### Supply network, run 1

Pins as bars on the die edge. Tap cells in gray.
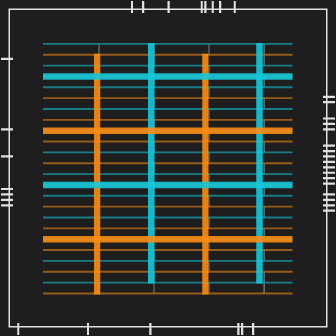
### Cell classes on the final placement, run 1

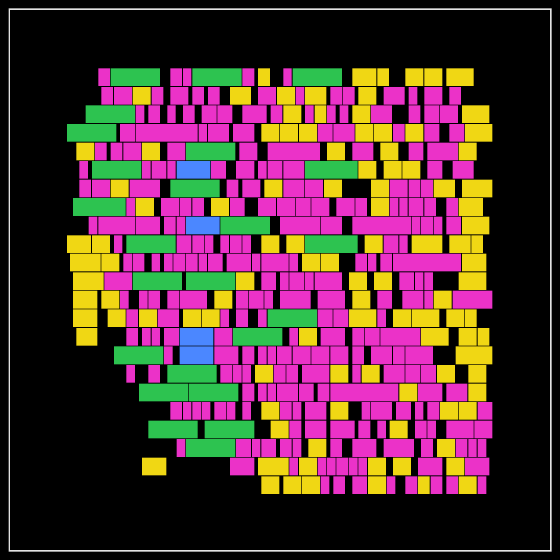
### Clock distribution, run 1

Scale bar: 20 um.
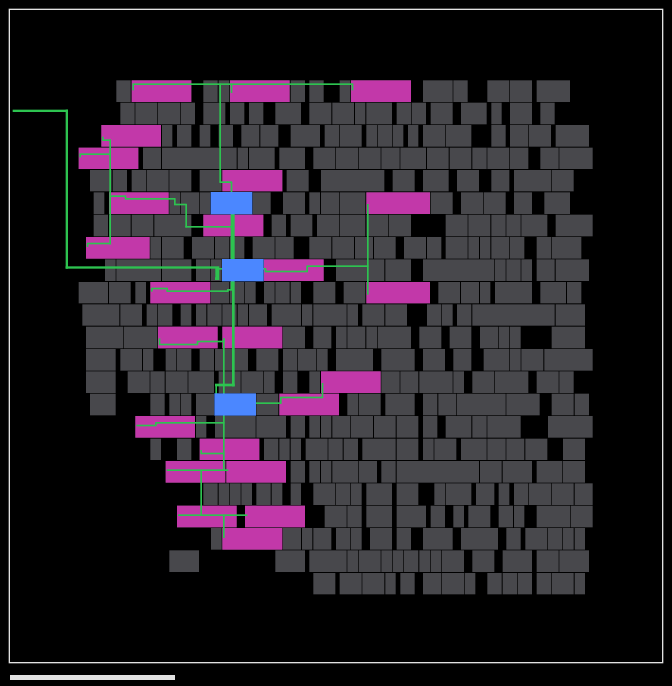
--- src/rtl/mc_control_fsm_pkg.sv ---
// Shared definitions for the multi-cycle MIPS control sequencer.
// Holds the state encoding, opcode/funct constants, the 4-bit ALU operation
// codes, the ALUSrcB/PCSource mux codes and the packed control bundle that the
// top level drives onto its individual output ports.
package mc_control_fsm_pkg;

    typedef enum logic [3:0] {
        StFetch,
        StDecode,
        StExR,
        StExI,
        StExAddr,
        StMemRd,
        StMemWr,
        StWbR,
        StWbMem,
        StBr,
        StJmp
    } state_t;

    // Opcodes (IR[31:26])
    localparam logic [5:0] OpRtype = 6'b000000;
    localparam logic [5:0] OpLw    = 6'b100011;
    localparam logic [5:0] OpSw    = 6'b101011;
    localparam logic [5:0] OpAddi  = 6'b001000;
    localparam logic [5:0] OpBeq   = 6'b000100;
    localparam logic [5:0] OpJ     = 6'b000010;

    // R-type funct codes (IR[5:0])
    localparam logic [5:0] FnAdd  = 6'b100000;
    localparam logic [5:0] FnAddu = 6'b100001;
    localparam logic [5:0] FnSub  = 6'b100010;
    localparam logic [5:0] FnSubu = 6'b100011;
    localparam logic [5:0] FnAnd  = 6'b100100;
    localparam logic [5:0] FnOr   = 6'b100101;
    localparam logic [5:0] FnNor  = 6'b100111;
    localparam logic [5:0] FnSlt  = 6'b101010;
    localparam logic [5:0] FnSll  = 6'b000000;
    localparam logic [5:0] FnSrl  = 6'b000010;
    localparam logic [5:0] FnSra  = 6'b000011;
    localparam logic [5:0] FnJr   = 6'b001000;

    // ALU operation codes
    localparam logic [3:0] AluNone = 4'b0000;
    localparam logic [3:0] AluAdd  = 4'b0001;
    localparam logic [3:0] AluSub  = 4'b0010;
    localparam logic [3:0] AluAnd  = 4'b0011;
    localparam logic [3:0] AluOr   = 4'b0100;
    localparam logic [3:0] AluNor  = 4'b0101;
    localparam logic [3:0] AluSlt  = 4'b0110;
    localparam logic [3:0] AluSll  = 4'b0111;
    localparam logic [3:0] AluSrl  = 4'b1000;
    localparam logic [3:0] AluSra  = 4'b1001;
    localparam logic [3:0] AluAddu = 4'b1010;
    localparam logic [3:0] AluSubu = 4'b1011;

    // ALUSrcB mux select
    localparam logic [1:0] SrcBReg   = 2'b00;
    localparam logic [1:0] SrcBFour  = 2'b01;
    localparam logic [1:0] SrcBImm   = 2'b10;
    localparam logic [1:0] SrcBImmSh = 2'b11;

    // PCSource mux select
    localparam logic [1:0] PcSrcAlu    = 2'b00;
    localparam logic [1:0] PcSrcAluOut = 2'b01;
    localparam logic [1:0] PcSrcJump   = 2'b10;
    localparam logic [1:0] PcSrcRs     = 2'b11;

    typedef struct packed {
        logic       pc_write;
        logic       pc_write_cond;
        logic       i_or_d;
        logic       mem_read;
        logic       mem_write;
        logic       ir_write;
        logic       reg_write;
        logic       reg_dst;
        logic       mem_to_reg;
        logic       alu_src_a;
        logic [1:0] alu_src_b;
        logic [1:0] pc_source;
        logic [3:0] alu_op;
        logic       instr_done;
        logic       illegal;
        logic       mem_err;
    } ctrl_t;

endpackage

--- src/rtl/mc_control_fsm_alu_decode.sv ---
// R-type funct decoder.
// Maps an R-type funct field onto the 4-bit ALU operation code and flags
// whether the funct is one this datapath supports.
//   funct  in  6  R-type funct field
//   alu_op out 4  ALU operation code (AluNone when not supported)
//   valid  out 1  funct is a supported ALU operation
module mc_control_fsm_alu_decode
    import mc_control_fsm_pkg::*;
(
    input  logic [5:0] funct,
    output logic [3:0] alu_op,
    output logic       valid
);

    always_comb begin
        alu_op = AluNone;
        valid  = 1'b1;
        case (funct)
            FnAdd:   alu_op = AluAdd;
            FnAddu:  alu_op = AluAddu;
            FnSub:   alu_op = AluSub;
            FnSubu:  alu_op = AluSubu;
            FnAnd:   alu_op = AluAnd;
            FnOr:    alu_op = AluOr;
            FnNor:   alu_op = AluNor;
            FnSlt:   alu_op = AluSlt;
            FnSll:   alu_op = AluSll;
            FnSrl:   alu_op = AluSrl;
            FnSra:   alu_op = AluSra;
            default: valid  = 1'b0;
        endcase
    end

endmodule

--- src/rtl/mc_control_fsm.sv ---
// Multi-cycle MIPS control sequencer.
// Steps one instruction through FETCH/DECODE/execute/memory/write-back states
// on a shared ALU/memory datapath, waiting on a memory ready handshake with a
// timeout, and supports a freeze (stall) input.
//   clk, rst           clock, synchronous active-high reset
//   opcode, funct      instruction fields, sampled in DECODE
//   zero               ALU zero flag (gated with PCWriteCond in the datapath)
//   mem_ready          memory completes the current access this cycle
//   stall              freeze state, force write/read enables low
//   PCWrite..PCSource  datapath enables and mux selects
//   ALUOp              4-bit ALU operation
//   instr_done         pulse on the last cycle of an instruction
//   illegal            pulse when an unsupported instruction is decoded
//   mem_err            pulse on memory-wait timeout
module mc_control_fsm
    import mc_control_fsm_pkg::*;
#(
    parameter int unsigned TO_W   = 8,
    parameter int unsigned TO_MAX = 200
) (
    input  logic       clk,
    input  logic       rst,
    input  logic [5:0] opcode,
    input  logic [5:0] funct,
    input  logic       zero,
    input  logic       mem_ready,
    input  logic       stall,
    output logic       PCWrite,
    output logic       PCWriteCond,
    output logic       IorD,
    output logic       MemRead,
    output logic       MemWrite,
    output logic       IRWrite,
    output logic       RegWrite,
    output logic       RegDst,
    output logic       MemToReg,
    output logic       ALUSrcA,
    output logic [1:0] ALUSrcB,
    output logic [1:0] PCSource,
    output logic [3:0] ALUOp,
    output logic       instr_done,
    output logic       illegal,
    output logic       mem_err
);

    state_t          state_q, state_d;
    logic [TO_W-1:0] cnt_q, cnt_d;
    logic [5:0]      op_q, funct_q;
    ctrl_t           ctl;

    logic [5:0] dec_funct;
    logic [3:0] dec_alu_op;
    logic       dec_valid;
    logic       mem_wait;

    // The branch condition is resolved in the datapath from zero & PCWriteCond.
    logic unused_zero;
    assign unused_zero = zero;

    // One decoder serves both the legality check in DECODE and EX_R's ALUOp.
    assign dec_funct = (state_q == StDecode) ? funct : funct_q;

    mc_control_fsm_alu_decode u_alu_decode (
        .funct  (dec_funct),
        .alu_op (dec_alu_op),
        .valid  (dec_valid)
    );

    always_ff @(posedge clk) begin
        if (rst) begin
            state_q <= StFetch;
            cnt_q   <= '0;
            op_q    <= '0;
            funct_q <= '0;
        end else begin
            state_q <= state_d;
            cnt_q   <= cnt_d;
            if (state_q == StDecode && !stall) begin
                op_q    <= opcode;
                funct_q <= funct;
            end
        end
    end

    always_comb begin
        ctl      = '0;
        state_d  = state_q;
        cnt_d    = cnt_q;
        mem_wait = 1'b0;

        case (state_q)
            StFetch: begin
                ctl.mem_read  = 1'b1;
                ctl.alu_src_b = SrcBFour;
                ctl.alu_op    = AluAdd;
                ctl.pc_source = PcSrcAlu;
                if (mem_ready) begin
                    ctl.ir_write = 1'b1;
                    ctl.pc_write = 1'b1;
                    state_d      = StDecode;
                end else begin
                    mem_wait = 1'b1;
                end
            end
            StDecode: begin
                ctl.alu_src_b = SrcBImmSh;
                ctl.alu_op    = AluAdd;
                case (opcode)
                    OpRtype: begin
                        if (funct == FnJr)   state_d = StJmp;
                        else if (dec_valid)  state_d = StExR;
                        else                 state_d = StFetch;
                    end
                    OpLw, OpSw: state_d = StExAddr;
                    OpAddi:     state_d = StExI;
                    OpBeq:      state_d = StBr;
                    OpJ:        state_d = StJmp;
                    default:    state_d = StFetch;
                endcase
                if (state_d == StFetch) begin
                    ctl.illegal    = 1'b1;
                    ctl.instr_done = 1'b1;
                end
            end
            StExR: begin
                ctl.alu_src_a = 1'b1;
                ctl.alu_src_b = SrcBReg;
                ctl.alu_op    = dec_alu_op;
                state_d       = StWbR;
            end
            StExI: begin
                ctl.alu_src_a = 1'b1;
                ctl.alu_src_b = SrcBImm;
                ctl.alu_op    = AluAdd;
                state_d       = StWbR;
            end
            StExAddr: begin
                ctl.alu_src_a = 1'b1;
                ctl.alu_src_b = SrcBImm;
                ctl.alu_op    = AluAdd;
                state_d       = (op_q == OpLw) ? StMemRd : StMemWr;
            end
            StMemRd: begin
                ctl.mem_read = 1'b1;
                ctl.i_or_d   = 1'b1;
                if (mem_ready) state_d = StWbMem;
                else           mem_wait = 1'b1;
            end
            StMemWr: begin
                ctl.mem_write = 1'b1;
                ctl.i_or_d    = 1'b1;
                if (mem_ready) begin
                    ctl.instr_done = 1'b1;
                    state_d        = StFetch;
                end else begin
                    mem_wait = 1'b1;
                end
            end
            StWbR: begin
                ctl.reg_write  = 1'b1;
                ctl.reg_dst    = (op_q == OpRtype);
                ctl.instr_done = 1'b1;
                state_d        = StFetch;
            end
            StWbMem: begin
                ctl.reg_write  = 1'b1;
                ctl.mem_to_reg = 1'b1;
                ctl.instr_done = 1'b1;
                state_d        = StFetch;
            end
            StBr: begin
                ctl.alu_src_a     = 1'b1;
                ctl.alu_src_b     = SrcBReg;
                ctl.alu_op        = AluSub;
                ctl.pc_write_cond = 1'b1;
                ctl.pc_source     = PcSrcAluOut;
                ctl.instr_done    = 1'b1;
                state_d           = StFetch;
            end
            StJmp: begin
                ctl.pc_write   = 1'b1;
                ctl.pc_source  = (op_q == OpJ) ? PcSrcJump : PcSrcRs;
                ctl.instr_done = 1'b1;
                state_d        = StFetch;
            end
            default: state_d = StFetch;
        endcase

        // Timeout abandons the access: only the error/done pulses remain.
        if (mem_wait) begin
            if (cnt_q == TO_W'(TO_MAX)) begin
                ctl            = '0;
                ctl.mem_err    = 1'b1;
                ctl.instr_done = 1'b1;
                state_d        = StFetch;
                cnt_d          = '0;
            end else begin
                cnt_d = cnt_q + 1'b1;
            end
        end

        if (state_d != state_q) cnt_d = '0;

        // Stall freezes everything; mux selects stay valid for the datapath.
        if (stall) begin
            state_d           = state_q;
            cnt_d             = cnt_q;
            ctl.pc_write      = 1'b0;
            ctl.pc_write_cond = 1'b0;
            ctl.ir_write      = 1'b0;
            ctl.reg_write     = 1'b0;
            ctl.mem_write     = 1'b0;
            ctl.mem_read      = 1'b0;
            ctl.instr_done    = 1'b0;
            ctl.illegal       = 1'b0;
            ctl.mem_err       = 1'b0;
        end

        if (rst) ctl = '0;
    end

    assign PCWrite     = ctl.pc_write;
    assign PCWriteCond = ctl.pc_write_cond;
    assign IorD        = ctl.i_or_d;
    assign MemRead     = ctl.mem_read;
    assign MemWrite    = ctl.mem_write;
    assign IRWrite     = ctl.ir_write;
    assign RegWrite    = ctl.reg_write;
    assign RegDst      = ctl.reg_dst;
    assign MemToReg    = ctl.mem_to_reg;
    assign ALUSrcA     = ctl.alu_src_a;
    assign ALUSrcB     = ctl.alu_src_b;
    assign PCSource    = ctl.pc_source;
    assign ALUOp       = ctl.alu_op;
    assign instr_done  = ctl.instr_done;
    assign illegal     = ctl.illegal;
    assign mem_err     = ctl.mem_err;

endmodule
--- config.mk ---
export PLATFORM = sky130hd
export DESIGN_NAME = mc_control_fsm
export DESIGN_NICKNAME = d
export VERILOG_FILES = /design/src/rtl/mc_control_fsm_pkg.sv /design/src/rtl/mc_control_fsm_alu_decode.sv /design/src/rtl/mc_control_fsm.sv
export SDC_FILE = /design/constraint.sdc
export NUM_CORES = 1
export LEC_CHECK = 0
export CAP_MARGIN = 20
export CORE_MARGIN = 8
export CORE_UTILIZATION = 55
export CTS_BUF_LIST = sky130_fd_sc_hd__clkbuf_8
export CTS_CLUSTER_SIZE = 10
export DETAILED_ROUTE_END_ITERATION = 10
export PLACE_DENSITY = 0.83
export SETUP_SLACK_MARGIN = 0.05
export SLEW_MARGIN = 0
export SYNTH_ARGS = -nofsm -noshare
export SYNTH_HDL_FRONTEND = slang
export SYNTH_SLANG_ARGS = --single-unit
export TNS_END_PERCENT = 100
--- constraint.sdc ---
create_clock -name clk -period 3 [get_ports clk]
set_clock_uncertainty 0.1 [all_clocks]
set_input_delay 0.6 -clock clk [delete_from_list [all_inputs] [get_ports clk]]
set_output_delay 0.6 -clock clk [all_outputs]
set_load 0.02 [all_outputs]
==> reports/results.ini, run 1 <==
[run_status]
status = finished clean

[cells_and_area]
regMostFlops = cnt_q
nMultiInputCombCells = 250
drive_above_1_share_pct = 32.4
final_area_sq_um = 3120
logic_area_sq_um = 1620
final-clk-cell-share_pct = 1.77
flop-count = 24
lay_top_cells = buf_4 (74), nand2_1 (44), a21oi_1 (34)
reg_top3 = cnt_q: 8 flops, funct_q: 6 flops, op_q: 6 flops
diodes = 0
comb_area_share_pct = 51.8
inverters = 7
dominant-cell-class = multi-input combinational cells
buf_share_pct = 28.0

[job]
warnings = 30
maxCapViolCount = 0

[power]
clockPowerShare_pct = 24.3
leakagePower_nw = 1.31
swShare_pct = 33.3
seq_power_share_pct = 37.2
seq_power_mw = 0.340

[route]
ant_nets = 0
detail_route.iter0.violations = 229
post-route-drc-count = 0
wl_met1_mm = 3.07
wl_met3_um = 492
routed_wl_mm = 7.14
dr_total_vias = 2679
top_layer_used = met4

[yosys]
async_flop_share_pct = 0
ys_seq_share_pct = 21.9
ys_ff = 24
yosys.area.top_type = dfxtp_1
flop_cell = dfxtp_1
synthDistinctLibCells = 55

[sta]
postLayoutSetupSlackWorst_ns = 0.00380
maxSlewViolCount = 0
max_slew_margin_pct = 47.0
rsz0062_at_grt = yes

[placement]
port_buffers = 36
dp_hpwl_mm = 5.13
place_inst = 435

[cts]
root_buffer = clkbuf_8
cts_setup_buffers = 2
clockBufferDepth = 2
path_clk_slew_ns = 0.08
cts_made_buffers = 3

[global_routing]
top_usage_layer = met2
grtUsageTotal_pct = 21.6
grtUsageMet2_pct = 36.4
grt_max_degree = 26

[die]
floorplan.core_util_pct = 56.2
core.rowCount = 23

[setup_path]
critPathLaunchType = input pin
crit_end = instr_done
slowest_stage = or4_4
reg2reg_from = state_q[3]

Notes on 'Supply network' above:
cyan -> VDD
orange -> VSS
met4 straps = 4
signal pins = 38
worst vdd ir: 0.000272 V
die height: 79.2 um
Die Width: 79.2 um
core area: 3910 sq um

Notes on 'Cell classes on the final placement' above:
blue -> clock drivers and dummy loads  # cells 4, share of their area 1.8%
magenta -> remaining logic cells  # cells 257, share of their area 54%
green -> registers  # cells 24, share of their area 16%
yellow -> remaining buffers and delay cells  # cells 107, share of their area 29%

Notes on 'Clock distribution' above:
magenta -> flip-flops  # count 24
green -> clock wires  # length 295 um
blue -> clock-net drivers  # count 3
routed clock nets = 4

==> run 2, diff against run 1 <==
--- a/config.mk
+++ b/config.mk
@@ -6,7 +6,7 @@
 export NUM_CORES = 1
 export LEC_CHECK = 0
 export CAP_MARGIN = 20
-export CORE_MARGIN = 8
+export CORE_MARGIN = 2
 export CORE_UTILIZATION = 55
 export CTS_BUF_LIST = sky130_fd_sc_hd__clkbuf_8
 export CTS_CLUSTER_SIZE = 10
==> run 2 against run 1 <==
- the flow now finishes with violations (setup timing)
- highest routed layer unchanged
- critical path depth is 3 lower
- via count is 0.75% lower
- largest cell class unchanged
- clock power is 27% higher
- largest power group unchanged
==> reports/results.ini, run 2 <==
[power]
swShare_pct = 31.8  ; -1.5 points
clockPowerShare_pct = 29.2  ; +4.9 points
leakagePower_nw = 1.31  ; +0.15%
seq_power_share_pct = 35.3  ; -1.9 points

[die]
die_x_um = 67.2  ; -15%
core_sq_um = 3740  ; -4.3%
core.rowCount = 22  ; -4.3%

[route]
wl_met1_mm = 3.12  ; +1.7%
post-route-drc-count = 0  ; unchanged
dr_total_vias = 2659  ; -0.75%
ant_nets = 0  ; unchanged
routed_wl_mm = 7.29  ; +2.1%
wl_met3_um = 649  ; +32%
top_layer_used = met4

[global_routing]
grt_max_degree = 25  ; -3.8%
top_usage_layer = met2
grtUsageMet2_pct = 51.6  ; +15 points
grtUsageTotal_pct = 31.8  ; +10 points

[yosys]
ys_seq_share_pct = 21.9  ; unchanged
ys_ff = 24  ; unchanged
async_flop_share_pct = 0  ; unchanged
yosys.area.top_type = dfxtp_1

[cells_and_area]
buf_share_pct = 25.4  ; -2.6 points
comb_area_share_pct = 53.9  ; +2.1 points
regMostFlops = cnt_q
final-clk-cell-share_pct = 2.30  ; +0.54 points
flop-count = 24  ; unchanged
final_area_sq_um = 3100  ; -0.56%
inverters = 7  ; unchanged
diodes = 0  ; unchanged
drive_above_1_share_pct = 33.0  ; +0.59 points
dominant-cell-class = multi-input combinational cells
nMultiInputCombCells = 250  ; unchanged

[placement]
dp_hpwl_mm = 4.80  ; -6.4%
place_inst = 426  ; -2.1%
port_buffers = 36  ; unchanged

[job]
warnings = 30  ; unchanged

[cts]
cts_setup_buffers = 1  ; -1
cts_made_buffers = 3  ; unchanged
root_buffer = clkbuf_8

[run_status]
violations = setup timing
status = finished with violations

[worst_hold_path]
hold_path_class = reg2reg

[sta]
max_slew_margin_pct = 47.7  ; +0.70 points
setup_violations = 1
postLayoutSetupSlackWorst_ns = -0.00225  ; -0.00605 ns

[setup_path]
reg2reg_from = state_q[0]
r2r_slack_ns = 0.62
crit_end = instr_done
slowest_stage = a2111o_1
critPathLaunchType = input pin

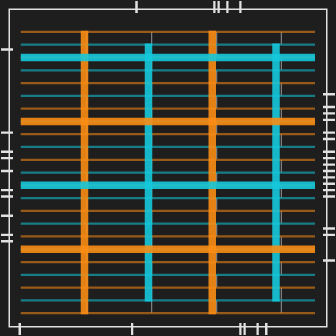
*Supply network, run 2*
Pins as bars on the die edge. Tap cells in gray.
orange -> VSS
cyan -> VDD
rows = 22
signal pins = 38
met1 rails = 23
met5 straps = 4
met4 straps = 4
die height: 67.2 um
worst vdd ir: 0.000304 V

==> run 3, diff against run 2 <==
--- a/config.mk
+++ b/config.mk
@@ -7,11 +7,11 @@
 export LEC_CHECK = 0
 export CAP_MARGIN = 20
 export CORE_MARGIN = 2
-export CORE_UTILIZATION = 55
+export CORE_UTILIZATION = 45
 export CTS_BUF_LIST = sky130_fd_sc_hd__clkbuf_8
 export CTS_CLUSTER_SIZE = 10
 export DETAILED_ROUTE_END_ITERATION = 10
-export PLACE_DENSITY = 0.83
+export PLACE_DENSITY = 0.7
 export SETUP_SLACK_MARGIN = 0.05
 export SLEW_MARGIN = 0
 export SYNTH_ARGS = -nofsm -noshare
==> run 3 against run 2 <==
- maximum frequency shrank 0.14%
- sequential power is essentially flat
- routed wire length down 14%
- sequential cell count unchanged
- via count fell by 6.1%
- first-iteration DRC count decreased by 25%
- synthesized cell count unchanged
- largest cell class unchanged
- core utilization is 18 points lower
- the flow still finishes with violations (setup timing)
- non-clock buffer count down 3
- area after synthesis is the same
- setup slack worse by 0.0041 ns
==> reports/results.ini, run 3 <==
[route]
dr_total_vias = 2498  ; -6.1%
wl_met3_um = 373  ; -43%
top_layer_used = met4
post-route-drc-count = 0  ; unchanged
routed_wl_mm = 6.24  ; -14%

[cells_and_area]
comb_area_share_pct = 53.2  ; -0.69 points
inverters = 7  ; unchanged
final-clk-cell-share_pct = 1.81  ; -0.49 points
drive_above_1_share_pct = 29.1  ; -3.9 points
buf_share_pct = 25.5  ; +0.12 points
diodes = 0  ; unchanged
dominant-cell-class = multi-input combinational cells
flop-count = 24  ; unchanged

[sta]
max_slew_margin_pct = 71.5  ; +24 points
postLayoutSetupSlackWorst_ns = -0.00634  ; -0.00409 ns
setup_violations = 1  ; unchanged

[cts]
cts_made_buffers = 3  ; unchanged
cts_setup_buffers = 1  ; unchanged
root_buffer = clkbuf_8

[die]
die_x_um = 73.9  ; +9.9%
core_sq_um = 4720  ; +26%

[power]
leakagePower_nw = 1.27  ; -3.0%
ir_worst_vdd_v = 0.000258  ; -15%
clockPowerShare_pct = 24.4  ; -4.8 points
swShare_pct = 32.3  ; +0.55 points

[run_status]
violations = setup timing
status = finished with violations

[placement]
place_inst = 442  ; +3.8%
port_buffers = 36  ; unchanged

[setup_path]
slowest_stage = or4_4
crit_end = instr_done
reg2reg_from = state_q[0]

[global_routing]
grtUsageTotal_pct = 22.3  ; -9.5 points
grtUsageMet2_pct = 32.8  ; -19 points
grt_max_degree = 26  ; +4.0%

[worst_hold_path]
hold_path_class = reg2reg

[yosys]
yosys.area.top_type = dfxtp_1

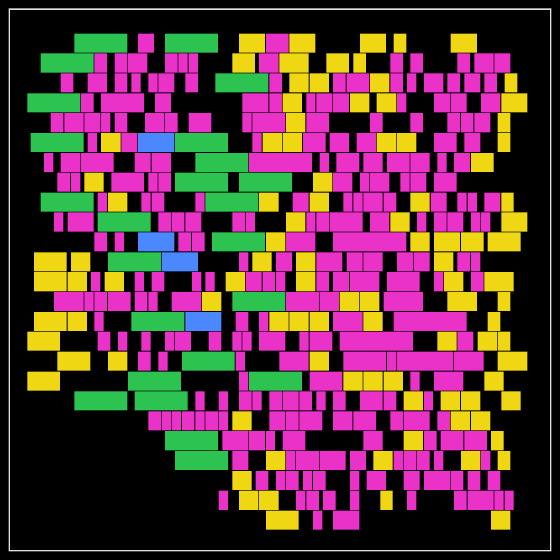
*Cell classes on the final placement, run 3*
green -> registers  # cells 24, share of their area 16%
yellow -> remaining buffers and delay cells  # cells 97, share of their area 26%
blue -> clock drivers and dummy loads  # cells 4, share of their area 1.9%
magenta -> remaining logic cells  # cells 257, share of their area 56%


## Gallery

Routing congestion.
image #1
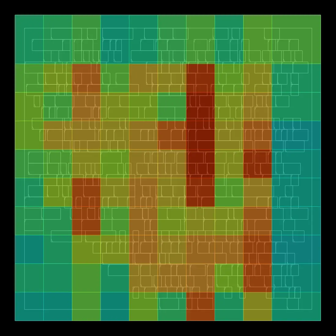
image #2
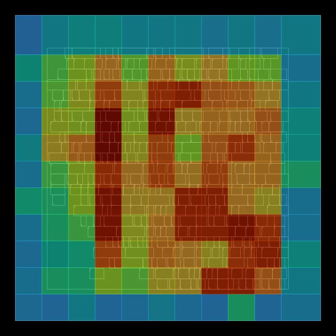
image #3
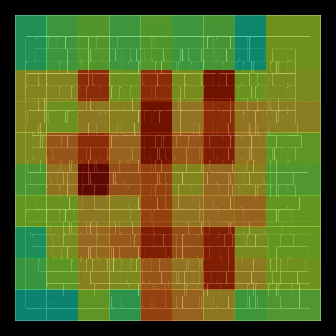
Of these, least wire per cell: image #1
Of these, lowest utilization: image #1
For run 3, see image #1.
For run 1, see image #2.
For run 2, see image #3.

Power is estimated from default activity; no workload was simulated.
